### config.mk
export PLATFORM = sky130hd
export DESIGN_NAME = alu_ex_stage
export DESIGN_NICKNAME = d
export VERILOG_FILES = /design/src/rtl/alu_ex_stage.sv
export SDC_FILE = /design/constraint.sdc
export NUM_CORES = 1
export LEC_CHECK = 0
export ABC_AREA = 1
export CAP_MARGIN = 10
export CELL_PAD_IN_SITES_DETAIL_PLACEMENT = 0
export CELL_PAD_IN_SITES_GLOBAL_PLACEMENT = 1
export CORE_MARGIN = 4
export CORE_UTILIZATION = 41
export DETAILED_ROUTE_END_ITERATION = 10
export PLACE_DENSITY_LB_ADDON = 0.1
export SLEW_MARGIN = 20
export SYNTH_ARGS = -nofsm -noshare
export SYNTH_HDL_FRONTEND = slang
export SYNTH_SLANG_ARGS = --single-unit
### constraint.sdc
create_clock -name clk -period 4.4 [get_ports clk]
set_clock_uncertainty 0.05 [all_clocks]
set_input_delay 1.1 -clock clk [delete_from_list [all_inputs] [get_ports clk]]
set_output_delay 1.1 -clock clk [all_outputs]
set_load 0.02 [all_outputs]
### src/rtl/alu_ex_stage.sv
// Single-cycle ALU execute stage: saturating add/sub, packed nibble add, shifts and rotates.
// The result and {Z,V,N} flags are registered; a stall freezes them, and reset clears them.
module alu_ex_stage (
  input  logic        clk,
  input  logic        rst,
  input  logic        in_valid,
  input  logic        stall,
  input  logic [3:0]  opcode,
  input  logic [15:0] A,
  input  logic [15:0] B,
  input  logic [3:0]  imm,
  output logic        out_valid,
  output logic [15:0] result,
  output logic [2:0]  flags
);

  typedef enum logic [3:0] {
    OP_ADD    = 4'b0000,
    OP_SUB    = 4'b0001,
    OP_XOR    = 4'b0010,
    OP_RED    = 4'b0011,
    OP_SLL    = 4'b0100,
    OP_SRA    = 4'b0101,
    OP_ROR    = 4'b0110,
    OP_PADDSB = 4'b0111
  } op_e;

  logic [16:0] sum17;
  logic [16:0] diff17;
  logic [9:0]  red10;
  logic [4:0]  lane_sum;
  logic [15:0] res_next;
  logic        z_upd;
  logic        vn_upd;
  logic        v_next;
  logic [2:0]  flags_next;

  always_comb begin
    res_next = 16'h0000;
    z_upd    = 1'b0;
    vn_upd   = 1'b0;
    v_next   = 1'b0;
    lane_sum = 5'd0;
    sum17    = {A[15], A} + {B[15], B};
    diff17   = {A[15], A} - {B[15], B};
    red10    = {{2{A[15]}}, A[15:8]} + {{2{B[15]}}, B[15:8]}
             + {{2{A[7]}}, A[7:0]}   + {{2{B[7]}}, B[7:0]};

    case (opcode)
      OP_ADD: begin
        // A mismatch between the two top bits of the 17-bit sum means overflow.
        v_next   = sum17[16] ^ sum17[15];
        res_next = v_next ? (sum17[16] ? 16'h8000 : 16'h7FFF) : sum17[15:0];
        z_upd    = 1'b1;
        vn_upd   = 1'b1;
      end
      OP_SUB: begin
        v_next   = diff17[16] ^ diff17[15];
        res_next = v_next ? (diff17[16] ? 16'h8000 : 16'h7FFF) : diff17[15:0];
        z_upd    = 1'b1;
        vn_upd   = 1'b1;
      end
      OP_XOR: begin
        res_next = A ^ B;
        z_upd    = 1'b1;
      end
      OP_RED: res_next = {{6{red10[9]}}, red10};
      OP_SLL: begin
        res_next = A << imm;
        z_upd    = 1'b1;
      end
      OP_SRA: begin
        res_next = $signed(A) >>> imm;
        z_upd    = 1'b1;
      end
      OP_ROR: begin
        // A 16-bit left shift by 16 yields zero, so imm=0 returns A unchanged.
        res_next = (A >> imm) | (A << (5'd16 - {1'b0, imm}));
        z_upd    = 1'b1;
      end
      OP_PADDSB: begin
        for (int i = 0; i < 4; i++) begin
          lane_sum = {A[4*i+3], A[4*i +: 4]} + {B[4*i+3], B[4*i +: 4]};
          if (lane_sum[4] ^ lane_sum[3])
            res_next[4*i +: 4] = lane_sum[4] ? 4'h8 : 4'h7;
          else
            res_next[4*i +: 4] = lane_sum[3:0];
        end
      end
      default: res_next = 16'h0000;
    endcase

    flags_next = flags;
    if (z_upd)
      flags_next[2] = (res_next == 16'h0000);
    if (vn_upd) begin
      flags_next[1] = v_next;
      flags_next[0] = res_next[15];
    end
  end

  always_ff @(posedge clk) begin
    if (rst) begin
      result    <= 16'h0000;
      out_valid <= 1'b0;
      flags     <= 3'b000;
    end else if (!stall) begin
      if (in_valid) begin
        result    <= res_next;
        out_valid <= 1'b1;
        flags     <= flags_next;
      end else begin
        out_valid <= 1'b0;
      end
    end
  end

endmodule

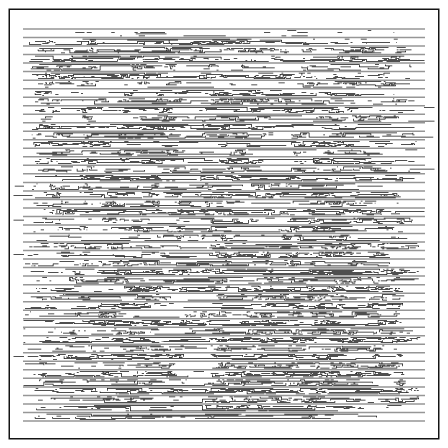
(run_1/met1.png)
Supply wires on this layer in gray.
wire length on this layer: 12,800 µm
main direction: horizontal
longest straight run: 48.3 µm
Routed WL: 29.09 mm
via count: 8,585
GR Util met1: 42.30%

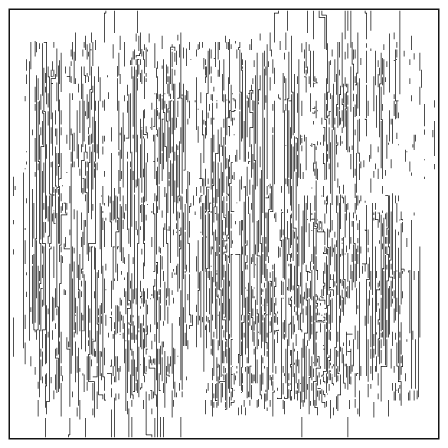
(run_1/met2.png)
longest straight run: 89.1 µm
main direction: vertical
GR met2 Demand/Resource: 49.62%

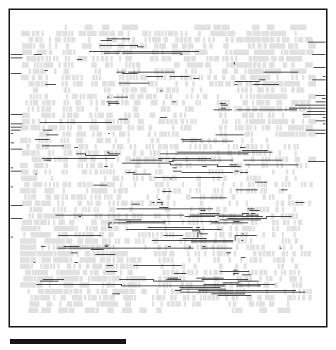
(run_1/met3.png)
Bar = 50 µm. Cells faint in the background.
main direction: horizontal
wire length on this layer: 2,040 µm
longest straight run: 58.7 µm
met3 Use GR: 4.154%

## run 1: synthesized netlist by cell type (all sizes together)
| cell type | count | share of area [%] |
|---|---|---|
| o21bai | 3 | 0.39 |
| nor3b | 1 | 0.11 |
| ha | 42 | 7.7 |
| nand4 | 11 | 1.0 |
| o2111ai | 1 | 0.13 |
| nand2 | 437 | 25 |
| a31oi | 6 | 0.55 |
| nand3b | 3 | 0.33 |
| o211ai | 15 | 1.7 |
| o21a | 6 | 0.66 |
| a22oi | 3 | 0.33 |
| fa | 22 | 6.5 |
| xor2 | 25 | 3.2 |
| o22ai | 5 | 0.46 |
| buf | 39 | 3.7 |
| mux2i | 1 | 0.15 |
| inv | 163 | 9.1 |
| o21ai | 77 | 5.7 |
| xnor2 | 5 | 0.76 |
| a21oi | 63 | 5.2 |
| nor2 | 123 | 7.1 |
| clkbuf | 12 | 0.66 |
| clkinv | 4 | 0.22 |
| and2 | 4 | 0.37 |
| or2 | 5 | 0.46 |
| a21o | 2 | 0.22 |
| nand3 | 150 | 11 |
| nor3 | 12 | 0.89 |
| dfxtp | 20 | 5.9 |
## run 1: through the flow
step / total power, W / hold WS [ns] / worst slack, ns / area [µm²] / util, %
after floorplan: 0.001021 / 0.4826 / 0.2461 / 6784 / -
after global placement: 0.001545 / 0.3938 / -0.5856 / 8372 / 52.14
after detailed placement: 0.001550 / 0.3988 / -0.5824 / 8372 / 52.14
after CTS: 0.001843 / 0.4061 / 0.0007034 / 8563 / 53.33
after global routing: 0.002073 / 0.4262 / -0.01166 / 8693 / 54.14
final: 0.001917 / 0.4033 / 0.1296 / 8693 / 54.14
## run 1: sequential cells by signal, summed over array words and instances, names as in the netlist
signal and cells:
flags 3, result 16, out_valid 1
==> impl_metrics.ini <==
; implementation run metrics
[status]
outcome = finished clean

[cts]
clockRootBuffer = clkbuf_16
hold_buffers = 0

[worst_setup_path]
cp-endpoint = flags[2]
worstPathRequired_ns = 4.53
startpoint = A[15]
cp_cell_sequence = clkdlybuf4s50_1, fa_1, buf_4, fa_1, ha_4, nand3_1, nand3_2, a21oi_1, o21ai_1, buf_4, nand4_1, nor2_2, nand3_1, nor2_1, nand3_1, a21oi_2
arrival_ns = 4.40
slowest_stage = clkdlybuf4s50_1
cp_num_cells = 16

[sta]
finalSetupTns_ns = 0
finalHoldViolations = 0
setup_violations = 0
period_used_pct = 97.06

[power_and_ir_drop]
clkPwrFrac_pct = 12.8
power.density_nw_per_um2 = 220.5
combPwrFrac_pct = 76.9
powerComb_w = 0.00147

[cells_and_area]
comb_area_um2 = 5635
antennaDiodeCount = 0
largest_cell_class = multi-input combinational cells
num-nonclk-buffers = 196

[synthesis]
yosys.area_share.xor_xnor_pct = 3.984
synth_cells = 1260
ys_ff = 20
ys_chip_area_um2 = 6784
ys_cells = 1260
ys_seq_share_pct = 5.902

[place]
portBuffers = 63

[grt]
grt_pass1_wl_mm = 44.42
grt.busiest_layer = met2
track_usage_pct = 30.99
grt_pass1_vias = 7913
antenna_found_initial = 0

[routing]
wl_per_cell_um = 17.90

[worst_hold_path]
hold_end = out_valid
Power is estimated from default activity; no workload was simulated.
